--- src/rtl/if_stage_if.sv ---
// Instruction-memory bus between the fetch stage and InsMem.
// The fetch stage drives the byte address; the memory answers with the
// 32-bit word for that address in the same cycle (purely combinational).
interface if_stage_if;
    logic [31:0] imem_addr;
    logic [31:0] imem_data;

    // Fetch stage side: owns the address, consumes the word.
    modport master (
        output imem_addr,
        input  imem_data
    );

    // Memory side: consumes the address, returns the word.
    modport slave (
        input  imem_addr,
        output imem_data
    );
endinterface

--- src/rtl/if_stage.sv ---
// Instruction-fetch stage of the 5-stage MIPS pipeline.
// Owns the program counter, addresses the combinational instruction memory
// and captures the returned word plus PC+4 into the IF/ID register.
// Per-edge priority: reset > redirect > stall > sequential fetch.
// The PC is kept as a word index (pc[31:2]) so its low two bits are zero
// by construction and the incrementer is only 30 bits wide.
module if_stage #(
    parameter logic [31:0] RESET_PC = 32'h00000000,
    parameter logic [31:0] NOP_WORD = 32'h00000000
) (
    input  logic        clk,
    input  logic        rst_n,
    input  logic        stall,
    input  logic        redirect,
    input  logic [31:0] redirect_target,
    if_stage_if.master  imem,
    output logic [31:0] if_id_instr,
    output logic [31:0] if_id_pc4,
    output logic        if_id_valid,
    output logic        misalign_err
);

    // Word-index form of the reset address; RESET_PC must be word-aligned.
    localparam logic [29:0] RESET_WORD = RESET_PC[31:2];

    logic [29:0] pc_q;
    logic [29:0] pc_d;
    logic [31:0] if_id_instr_q;
    logic [31:0] if_id_instr_d;
    logic [31:0] if_id_pc4_q;
    logic [31:0] if_id_pc4_d;
    logic        if_id_valid_q;
    logic        if_id_valid_d;
    logic        misalign_err_q;
    logic        misalign_err_d;

    // Sequential successor of the current PC (wraps modulo 2^32).
    logic [29:0] pc_seq;

    // Word index of the redirect destination, low byte-offset bits dropped.
    logic [29:0] target_word;
    logic        target_misaligned;

    // Sequential successor and redirect decode.
    always_comb begin
        pc_seq            = pc_q + 30'd1;
        target_word       = redirect_target[31:2];
        target_misaligned = (redirect_target[1:0] != 2'b00);
    end

    // Next-state selection for PC, IF/ID and the misalignment pulse.
    always_comb begin
        pc_d           = pc_q;
        if_id_instr_d  = if_id_instr_q;
        if_id_pc4_d    = if_id_pc4_q;
        if_id_valid_d  = if_id_valid_q;
        misalign_err_d = 1'b0;

        if (redirect) begin
            // Taken branch/jump: squash the word being fetched and restart.
            pc_d           = target_word;
            if_id_instr_d  = NOP_WORD;
            if_id_pc4_d    = 32'h00000000;
            if_id_valid_d  = 1'b0;
            misalign_err_d = target_misaligned;
        end else if (stall) begin
            // Hazard stall: everything holds, only the error pulse clears.
            pc_d           = pc_q;
            if_id_instr_d  = if_id_instr_q;
            if_id_pc4_d    = if_id_pc4_q;
            if_id_valid_d  = if_id_valid_q;
        end else begin
            // Sequential fetch: latch the word and its PC+4, advance PC.
            pc_d           = pc_seq;
            if_id_instr_d  = imem.imem_data;
            if_id_pc4_d    = {pc_seq, 2'b00};
            if_id_valid_d  = 1'b1;
        end
    end

    // State registers with synchronous active-low reset.
    always_ff @(posedge clk) begin
        if (!rst_n) begin
            pc_q           <= RESET_WORD;
            if_id_instr_q  <= NOP_WORD;
            if_id_pc4_q    <= 32'h00000000;
            if_id_valid_q  <= 1'b0;
            misalign_err_q <= 1'b0;
        end else begin
            pc_q           <= pc_d;
            if_id_instr_q  <= if_id_instr_d;
            if_id_pc4_q    <= if_id_pc4_d;
            if_id_valid_q  <= if_id_valid_d;
            misalign_err_q <= misalign_err_d;
        end
    end

    // Outputs come straight from registers; no path from stall/redirect.
    always_comb begin
        imem.imem_addr = {pc_q, 2'b00};
        if_id_instr    = if_id_instr_q;
        if_id_pc4      = if_id_pc4_q;
        if_id_valid    = if_id_valid_q;
        misalign_err   = misalign_err_q;
    end

endmodule

--- src/flat_wrapper.sv ---
// flat-port wrapper written by rule: the top's interface ports become plain ports
module if_stage_flat 
#(
    parameter logic [31:0] RESET_PC = 32'h00000000,
    parameter logic [31:0] NOP_WORD = 32'h00000000
)
  (clk, rst_n, stall, redirect, redirect_target, if_id_instr, if_id_pc4, if_id_valid, misalign_err, imem_imem_addr, imem_imem_data);
  if_stage_if imem_i ();
  input  logic clk;
  input  logic rst_n;
  input  logic stall;
  input  logic redirect;
  input  logic [31:0] redirect_target;
  output logic [31:0] if_id_instr;
  output logic [31:0] if_id_pc4;
  output logic if_id_valid;
  output logic misalign_err;
  output wire logic [$bits(imem_i.imem_addr)-1:0] imem_imem_addr;
  input wire logic [$bits(imem_i.imem_data)-1:0] imem_imem_data;
  assign imem_imem_addr = imem_i.imem_addr;
  assign imem_i.imem_data = imem_imem_data;
  if_stage #(.RESET_PC(RESET_PC), .NOP_WORD(NOP_WORD)) u_core (.clk(clk), .rst_n(rst_n), .stall(stall), .redirect(redirect), .redirect_target(redirect_target), .imem(imem_i), .if_id_instr(if_id_instr), .if_id_pc4(if_id_pc4), .if_id_valid(if_id_valid), .misalign_err(misalign_err));
endmodule
--- config.mk ---
export PLATFORM = sky130hd
export DESIGN_NAME = if_stage_flat
export DESIGN_NICKNAME = d
export VERILOG_FILES = /design/src/rtl/if_stage_if.sv /design/src/rtl/if_stage.sv /design/src/flat_wrapper.sv
export SDC_FILE = /design/constraint.sdc
export NUM_CORES = 1
export LEC_CHECK = 0
export CAP_MARGIN = 25
export CORE_ASPECT_RATIO = 1.2
export CORE_UTILIZATION = 30
export CTS_CLUSTER_DIAMETER = 80
export DETAILED_ROUTE_END_ITERATION = 8
export REMOVE_ABC_BUFFERS = 1
export SLEW_MARGIN = 20
export SYNTH_ARGS = -nofsm -noshare
export SYNTH_HDL_FRONTEND = slang
export SYNTH_SLANG_ARGS = --single-unit
--- constraint.sdc ---
create_clock -name clk -period 1.8 [get_ports clk]
set_input_delay 0.36 -clock clk [delete_from_list [all_inputs] [get_ports clk]]
set_output_delay 0.36 -clock clk [all_outputs]
set_load 0.005 [all_outputs]
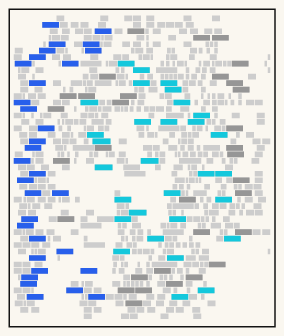
run_1/ff_map.png
Other sequential cells in the stronger gray, the rest of the logic in the fainter gray.
| color | signal | flops |
|---|---|---|
| cyan | u_core.pc_q | 30 |
| blue | u_core.if_id_instr | 32 |

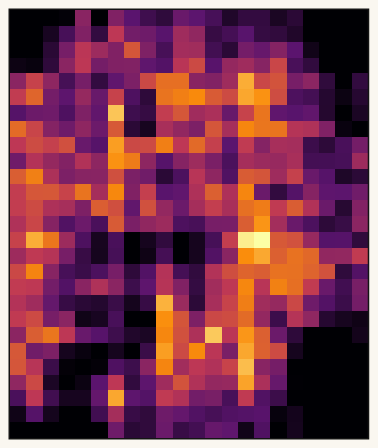
run_1/route_heat.png
The die is cut into 22 by 27 equal tiles; black is low, pale yellow is high, scaled to the fullest tile. Values are wire area over tile area, all layers added.
mean over tiles: 0.14
fullest tile: 0.45
emptiest ninth of the die: bottom right
total detailed-routing wirelength: 13.22 mm
via count: 4160

==> impl_metrics.py, run 1 <==
# Auto-generated metrics
metrics = {
    "die": {
        "die_width_um": 110.9,
        "row_count": 47,
        "core-area_um2": 13820,
        "fp-utilization": 0.3090,
    },
    "synthesis": {
        "post-synth-top-area-fraction": 0.4407,
        "ff_type": "dfxtp_1",
        "largest_area_cell": "dfxtp_1",
        "mappedNetlistArea_um2": 4270,
        "simple_gate_area_share_of_the_yosys_netlist": 0.1781,
        "synth.yosys.seq_area_share": 0.4407,
        "muxShareOfSynthArea": 0.08438,
        "synth-compound-area-share": 0.1333,
        "yosysMostFrequentCell": "dfxtp_1",
        "adder_cell_share_of_the_synthesized_area": 0.002930,
        "synth_async_sr_flop_share": 0,
    },
    "global_route": {
        "grt_pass1_wl_mm": 21.47,
        "grt_pass1_vias": 4339,
        "track_usage": 0.1807,
    },
    "sta": {
        "finalSetupViolations": 0,
        "timing_max_transition_violations_final": 0,
        "finalCritPeriodShare": 0.9626,
        "final_hold_violation_count": 0,
        "min_clock_period_post_route_ns": 1.733,
    },
    "critical_path": {
        "worst-path-max-fanout": 4,
        "category_of_the_worst_setup_path_launch_point": "flip-flop",
        "critical_path.slowest_cell": "or3_4",
        "setup.worst_path.class": "flip-flop to flip-flop",
    },
    "run_status": {
        "run_status": "complete, no violations",
    },
    "pwr": {
        "power_density_nw_per_um2": 745.3,
        "internal_power_mw": 3.800,
        "pwr-share-clk": 0.384,
        "power.combinational.fraction": 0.172,
        "static_power_due_to_leakage_nw": 2.547,
    },
    "routing": {
        "route.detailed.vias_per_inst": 4.883,
        "detail_route.iter0.violations": 125,
    },
    "finish": {
        "drive_gt1_frac": 0.1410,
        "regArea_um2": 1888,
        "stdcell_area_um2": 6768,
        "post_route_utilization": 0.4897,
    },
    "cts": {
        "clkSinkCount": 94,
        "clk_pin_slew_ns": 0.07,
    },
}
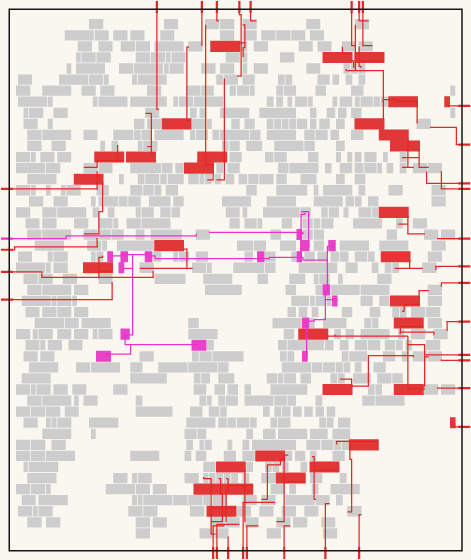
run_1/port_trees.png
| color | port | direction | edge | end cells | wire |
|---|---|---|---|---|---|
| red | if_id_pc4 | output | 12 right, 8 top, 8 bottom, 4 left | 32 | 888 um |
| magenta | redirect | input | left | 16 | 243 um |
count of input and output buffers: 161
count of pins on the block boundary: 166

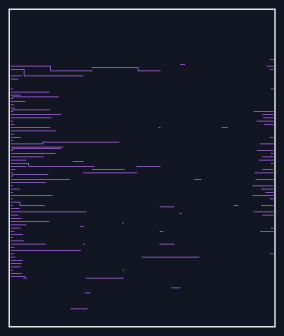
run_1/m3.png
share of all routed wire: 7.0%
longest straight run: 32.0 um
nets with wire on the layer: 105
wire length on this layer: 929 um
main direction: horizontal

[run 1: power by group through the flow]
stage	Clock [mW]	Sequential [mW]	Combinational, mW
CTS	1.99	2.24	0.871
global route	2.07	2.25	0.942
floorplan	0	2.33	0.239
finish	1.94	2.24	0.868
detailed placement	0	2.28	0.864
global placement	0	2.28	0.854
[run 1: what timing repair did]
action,4_1_cts,5_1_grt
pin swaps,0,2
setup endpoints to repair,4,21
hold endpoints to repair,0,0
resized,6,17
hold buffers,0,0
[run 1: flip-flops by register name, indices dropped and copies added, names as in the netlist]
name                 cells
u_core.if_id_instr      32
u_core.pc_q             30
u_core.if_id_valid       1
u_core.misalign_err      1
u_core.if_id_pc4        30
[run 1: layout by cell type (no fill, tap or decap), types with 6 or more instances in the layout]
| cell | count |
|---|---|
| nor4_1 | 8 |
| nor3_1 | 13 |
| clkbuf_16 | 9 |
| nor2_1 | 54 |
| and2_1 | 6 |
| mux2i_1 | 36 |
| clkdlybuf4s50_1 | 160 |
| nand2_1 | 22 |
| nand4_1 | 15 |
| xor2_1 | 15 |
| xnor2_1 | 39 |
| dfxtp_1 | 89 |
| o21ai_0 | 50 |
| buf_4 | 53 |
| a21oi_1 | 43 |
| nand3_1 | 9 |
[run 1: logic make-up after synthesis]
kind of cell / count (synthesis)
DFF: 94
xor gates and xnor gates: 54
adders and majority gates: 1
and+or+nand+nor: 151
AOI/OAI and AO/OA: 105
buffers and inverters: 48
other: 1
muxes: 36
[run 1: metal layers]
| layer | global-route usage | routed length [um] |
|---|---|---|
| met4 | 0.06667 | 194 |
| met3 | 0.05772 | 929 |
| met5 | 0 | 0 |
| met1 | 0.2036 | 5455 |
| met2 | 0.3175 | 6642 |
[run 1: metrics by stage]
stage               cells  setup slack (ns)  setup TNS, ns  hold WS, ns  power (mW)
floorplan             448           -0.8027         -12.61       0.4511       2.567
global placement      836           0.02013              0       0.4379       3.134
detailed placement    836          -0.01766       -0.03502       0.4545       3.148
CTS                   852         0.0005724              0       0.4346       5.101
global route          852          -0.01475       -0.04611       0.4472       5.260
finish                852           0.06729              0       0.4409       5.044
[run 1: layout make-up]
cell class | instances | area share
clock buffers | 10 | 0.03531
multi-input cells | 351 | 0.3361
inverters | 3 | 0.001664
flip-flops and latches | 94 | 0.2790
well taps | 171 | 0.03161
repair buffers | 217 | 0.3073
clock inverters | 6 | 0.009059
[run 1: final timing paths]
check,startpoint,endpoint,slack (ns),depth (start not counted)
worst max register to register,u_core.pc_q[3],u_core.pc_q[25],0.07,6
worst min-delay path,stall,u_core.if_id_pc4[2],0.44,4
worst max-delay path,u_core.pc_q[3],u_core.pc_q[25],0.07,6
worst min register to register,u_core.if_id_valid,u_core.if_id_valid,0.46,1
[run 1: critical path, delay by kind of cell, from the launching register on]
family | cells | cell delay, ns
flops | 1 | 0.34
compound gates | 2 | 0.41
buf+inv | 1 | 0.16
simple gates | 3 | 0.69
run_1/placed.png
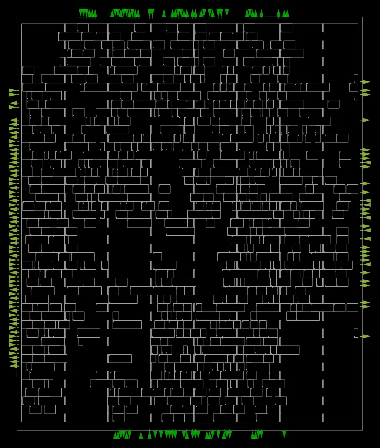

--- run 2 (diff from run 1) ---
- clock period: 1.8 -> 2.1 ns (I/O delays scaled with it)
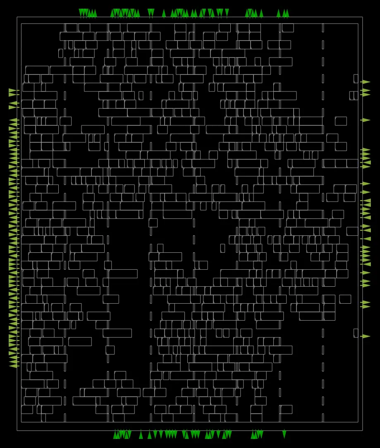
run_2/placed.png
sequential portion of the cell area: 0.2902
total core area: 13820 um^2
Post-Route Utilization: 0.4692

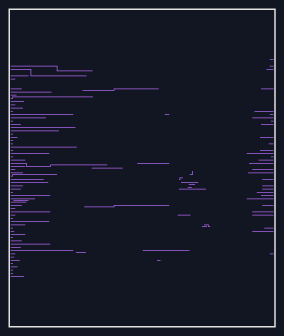
run_2/m3.png
main direction: horizontal
nets with wire on the layer: 103
share of all routed wire: 6.9%
met3 demand-to-capacity share in global routing: 0.05451
total detailed-routing wirelength: 12.92 mm
via count: 4030

==> impl_metrics.py, run 2 <==
# Auto-generated metrics
metrics = {
    "global_route": {
        "track_usage": 0.1760,
        "grt_util_met1": 0.2059,
    },
    "finish": {
        "drive_gt1_frac": 0.07891,
        "stdcell_area_um2": 6484,
        "most-common-layout-cells": "clkdlybuf4s50_1, dfxtp_1, nor2_1",
        "layout.cells.most_common": "clkdlybuf4s50_1",
    },
    "die": {
        "row_count": 47,
        "io_pins": 166,
        "fp-utilization": 0.3090,
        "die_width_um": 110.9,
    },
    "critical_path": {
        "critPathTopFamily": "simple AND/OR/NAND/NOR gates",
        "category_of_the_worst_setup_path_launch_point": "flip-flop",
        "critical_path.slowest_cell": "or3_1",
        "worst-path-max-fanout": 8,
        "worst-path-buf-inv": 0,
    },
    "synthesis": {
        "largest_area_cell": "dfxtp_1",
        "ff_type": "dfxtp_1",
        "yosysMostFrequentCell": "dfxtp_1",
        "post-synth-top-area-fraction": 0.4407,
        "mappedNetlistArea_um2": 4270,
        "synth_async_sr_flop_share": 0,
    },
    "pwr": {
        "static_power_due_to_leakage_nw": 2.411,
        "power_density_nw_per_um2": 634.3,
        "internal_power_mw": 3.097,
        "overall_power_after_layout_mw": 4.113,
        "power.combinational.fraction": 0.168,
        "pwr-share-clk": 0.362,
    },
    "sta": {
        "finalSetupViolations": 0,
        "timing_max_transition_violations_final": 0,
        "final.setup.tns_ns": 0,
        "final.setup.worst_slack_ns": 0.1345,
        "worst_hold_slack_ns": 0.4592,
        "finalCritPeriodShare": 0.9360,
        "min_clock_period_post_route_ns": 1.966,
        "final_hold_violation_count": 0,
    },
    "cts": {
        "cts_resized": 0,
        "clk_pin_slew_ns": 0.06,
        "cts_hold_buffers": 0,
    },
    "run_status": {
        "run_status": "complete, no violations",
    },
    "routing": {
        "detail_route.iter0.violations": 218,
    },
    "placed_design": {
        "place_ws_ns": 0.1019,
        "place.port_buffers": 161,
    },
}
[run 2: cell counts after synthesis]
No cell type changed its count.
[run 2: logic make-up (layout without fill, tap and decap cells)]
group / Yosys count / count (layout) / share of synthesized area
other: 1 / 4 / 0.0008781
buffers and inverters: 48 / 214 / 0.04893
DFF: 94 / 94 / 0.4407
adders and majority gates: 1 / 1 / 0.002930
AOI/OAI and AO/OA: 105 / 105 / 0.1333
muxes: 36 / 36 / 0.08438
and+or+nand+nor: 151 / 151 / 0.1781
xor gates and xnor gates: 54 / 54 / 0.1108
[run 2: worst paths after layout]
check                           slack (ns)  cells past startpoint               start                 end
worst max-delay path                  0.13                      5      u_core.pc_q[1]     u_core.pc_q[23]
worst max register to register        0.13                      5      u_core.pc_q[1]     u_core.pc_q[23]
worst min-delay path                  0.46                      1  u_core.if_id_valid  u_core.if_id_valid
worst min register to register        0.46                      1  u_core.if_id_valid  u_core.if_id_valid
[run 2: final cells by class]
type / count / area, um^2 / share of cell area
Sequential cell: 94 / 1882 / 0.2902
Clock buffer: 12 / 246.5 / 0.03802
Inverter: 3 / 11.26 / 0.001737
Multi-Input combinational cell: 351 / 2191 / 0.3379
Tap cell: 171 / 214.0 / 0.03300
Timing Repair Buffer: 197 / 1929 / 0.2976
Clock inverter: 2 / 10.01 / 0.001544
[run 2: power groups by stage]
stage	sequential (mW)	clock, mW	combinational [mW]
global placement	1.97	0	0.688
finish	1.93	1.49	0.692
detailed placement	1.97	0	0.698
global route	1.94	1.62	0.755
CTS	1.93	1.54	0.701
floorplan	2.00	0	0.205
[run 2: worst register-to-register path: stages (launching register included)]
cell and delay (ns):
dfxtp_1 0.41, and4_1 0.27, nand2_4 0.11, or3_1 0.44, or3_1 0.35, o311ai_1 0.27
[run 2: routing by layer]
metal | vias up | share of wire
li1 | 2023 | -
met1 | 1873 | 0.43
met2 | 125 | 0.50
met3 | 9 | 0.069
met4 | 0 | 0.0094
met5 | - | 0
--- run 3 (diff from run 2) ---
- CTS_CLUSTER_SIZE: default -> 28
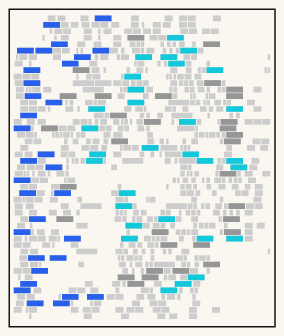
run_3/ff_map.png
Other sequential cells in the stronger gray, the rest of the logic in the fainter gray.
| color | signal | flops |
|---|---|---|
| cyan | u_core.pc_q | 30 |
| blue | u_core.if_id_instr | 32 |
not colored: 32

==> impl_metrics.py, run 3 <==
# Auto-generated metrics
metrics = {
    "cts": {
        "htreeDepth": 3,
        "root_driver": "clkbuf_16",
        "max-clock-path-buffers": 2,
        "post-cts-setup-buffers": 0,
        "cts_tree": "built",
        "cts_resized": 0,
        "clkSinkCount": 94,
        "cts_hold_buffers": 0,
        "cts_inserted_buffers": 9,
        "clk_pin_slew_ns": 0.06,
    },
    "placed_design": {
        "dpl.hpwl_mm": 9.225,
        "globalplace.congestion": 0.8112,
        "place_ws_ns": 0.1019,
        "place.port_buffers": 161,
    },
    "synthesis": {
        "synth.yosys.seq_area_share": 0.4407,
        "post-synth-top-area-fraction": 0.4407,
        "synthesis.yosys.warnings": 0,
        "synth_cells": 490,
        "ff_type": "dfxtp_1",
        "netlist_top_cells_count": "dfxtp_1, nor2_1, o21ai_0",
        "edf_count": 0,
        "ys_ff": 94,
        "cell_count_listed_in_synth_stat_txt": 490,
        "yosys_stat_chip_area_um2": 4270,
        "yosysMostFrequentCell": "dfxtp_1",
        "yosys.cell_types.count": 34,
        "synth_async_sr_flop_share": 0,
        "mappedNetlistArea_um2": 4270,
        "topCellsByArea": "dfxtp_1, mux2i_1, xnor2_1, o21ai_0, a21oi_1",
        "largest_area_cell": "dfxtp_1",
    },
    "sta": {
        "rsz_0062_raised_after_global_routing": "false",
        "final.setup.worst_slack_ns": 0.1345,
        "timing_max_transition_violations_final": 0,
        "finClkSkew_ns": 0.008372,
        "min_clock_period_post_route_ns": 1.966,
        "finalCritPeriodShare": 0.9360,
        "fmax_mhz": 508.8,
        "finalSetupViolations": 0,
        "final_hold_violation_count": 0,
    },
    "pwr": {
        "overall_power_after_layout_mw": 4.113,
        "static_power_due_to_leakage_nw": 2.411,
        "power.combinational.fraction": 0.168,
        "pwr-share-clk": 0.362,
        "internal_power_mw": 3.097,
        "power_density_nw_per_um2": 634.3,
        "ir_drop_mv": 0.3321,
        "power.share.switching": 0.2470,
        "switching_component_of_the_power_mw": 1.016,
    },
    "routing": {
        "dr_total_vias": 4030,
        "drtPass1Iterations": 4,
        "detail_route.wirelength_mm": 12.92,
        "remaining_drc_errors": 0,
        "route.detailed.vias_per_inst": 4.855,
        "detail_route.iter0.violations": 218,
        "number_of_routed_nets_with_antenna_violations": 0,
    },
    "finish": {
        "layout.cells.most_common": "clkdlybuf4s50_1",
        "largest_register_ffs": 32,
        "antenna_cells_inserted": 0,
        "final_net_count": 725,
        "drive_gt1_frac": 0.07891,
        "layout.filler_cells": 1313,
        "syn_to_final_growth_pct": 51.83,
        "most-common-layout-cells": "clkdlybuf4s50_1, dfxtp_1, nor2_1",
    },
    "critical_path": {
        "category_of_the_worst_setup_path_launch_point": "flip-flop",
        "worst-path-max-fanout": 8,
        "arrival_ns": 2.20,
        "timing.critical_path.required_ns": 2.33,
        "setup.worst_path.end_class": "flip-flop",
        "setup.worst_path.class": "flip-flop to flip-flop",
    },
    "global_route": {
        "grt_pass1_wl_mm": 20.78,
        "grt_overflow_total": 0,
    },
    "die": {
        "row_count": 47,
        "core-area_um2": 13820,
        "io_pins": 166,
        "chipArea_um2": 14720,
        "die_width_um": 110.9,
        "fp-utilization": 0.3090,
        "die_height_um": 132.7,
    },
    "hold_path": {
        "hp-class": "flip-flop to flip-flop",
    },
    "run_status": {
        "run_status": "complete, no violations",
    },
}
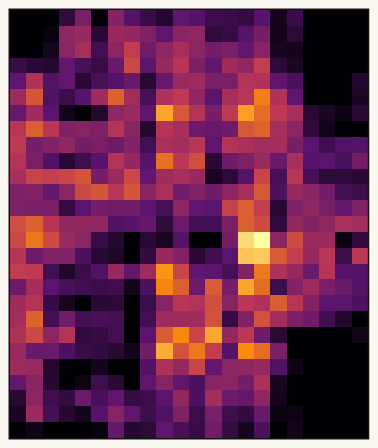
run_3/route_heat.png
The die is cut into 22 by 27 equal tiles; black is low, pale yellow is high, scaled to the fullest tile. Values are wire area over tile area, all layers added.
tiles over half the peak: 12%
fullest tile: 0.50
nearly empty tiles: 14%
mean routed wirelength per cell: 15.57 um
global-route usage over all layers: 0.1760

[run 3: cell counts in the layout (fill, tap and decap cells not counted)]
Identical to the previous run, type by type.
[run 3: through the flow]
stage               instances  hold WS (ns)  TNS, ns  instance area (um^2)    util
floorplan                 448        0.4511   -1.428                  4084       -
global placement          816        0.4433        0                  6227  0.4506
finish                    830        0.4592        0                  6484  0.4692
detailed placement        816        0.4503        0                  6227  0.4506
global route              830        0.4973        0                  6484  0.4692
CTS                       830        0.4651        0                  6484  0.4692
[run 3: cells by family (layout without fill, tap and decap cells)]
| kind of cell | Yosys count | in the layout | synth area share |
|---|---|---|---|
| AOI/OAI and AO/OA | 105 | 105 | 0.1333 |
| xor gates and xnor gates | 54 | 54 | 0.1108 |
| adders and majority gates | 1 | 1 | 0.002930 |
| buffers and inverters | 48 | 214 | 0.04893 |
| DFF | 94 | 94 | 0.4407 |
| muxes | 36 | 36 | 0.08438 |
| other | 1 | 4 | 0.0008781 |
| and+or+nand+nor | 151 | 151 | 0.1781 |
[run 3: path summary, 6_finish.rpt]
path | startpoint | endpoint | slack [ns] | depth (start not counted)
worst max-delay path | u_core.pc_q[1] | u_core.pc_q[23] | 0.13 | 5
worst min-delay path | u_core.if_id_valid | u_core.if_id_valid | 0.46 | 1
worst max register to register | u_core.pc_q[1] | u_core.pc_q[23] | 0.13 | 5
worst min register to register | u_core.if_id_valid | u_core.if_id_valid | 0.46 | 1
[run 3: area by class of cell]
| class | count | area [um^2] | share of cell area |
|---|---|---|---|
| tap | 171 | 214.0 | 0.03300 |
| multi-input combinational | 351 | 2191 | 0.3379 |
| timing repair buffer | 197 | 1929 | 0.2976 |
| clock inverter | 2 | 10.01 | 0.001544 |
| clock buffer | 12 | 246.5 | 0.03802 |
| sequential | 94 | 1882 | 0.2902 |
| inverter | 3 | 11.26 | 0.001737 |
[run 3: routing by layer]
| layer | up-vias | track usage | share of wire | wire [um] |
|---|---|---|---|---|
| li1 | 2023 | - | - | - |
| met1 | 1873 | 0.2059 | 0.43 | 5496 |
| met2 | 125 | 0.3092 | 0.50 | 6413 |
| met3 | 9 | 0.05451 | 0.069 | 888 |
| met4 | 0 | 0.04741 | 0.0094 | 121 |
| met5 | - | 0 | 0 | 0 |
[run 3: power groups by stage]
stage          Combinational (mW)  Sequential [mW]  Clock, mW
2_1_floorplan               0.205             2.00          0
3_3_place_gp                0.688             1.97          0
3_5_place_dp                0.698             1.97          0
4_1_cts                     0.701             1.93       1.54
5_1_grt                     0.755             1.94       1.62
6_report                    0.692             1.93       1.49
[run 3: critical path, cell delays in order (launching register included)]
cell and delay, ns:
dfxtp_1 0.41, and4_1 0.27, nand2_4 0.11, or3_1 0.44, or3_1 0.35, o311ai_1 0.27
Power figures rest on the tool's default switching activity, not on a simulated workload.
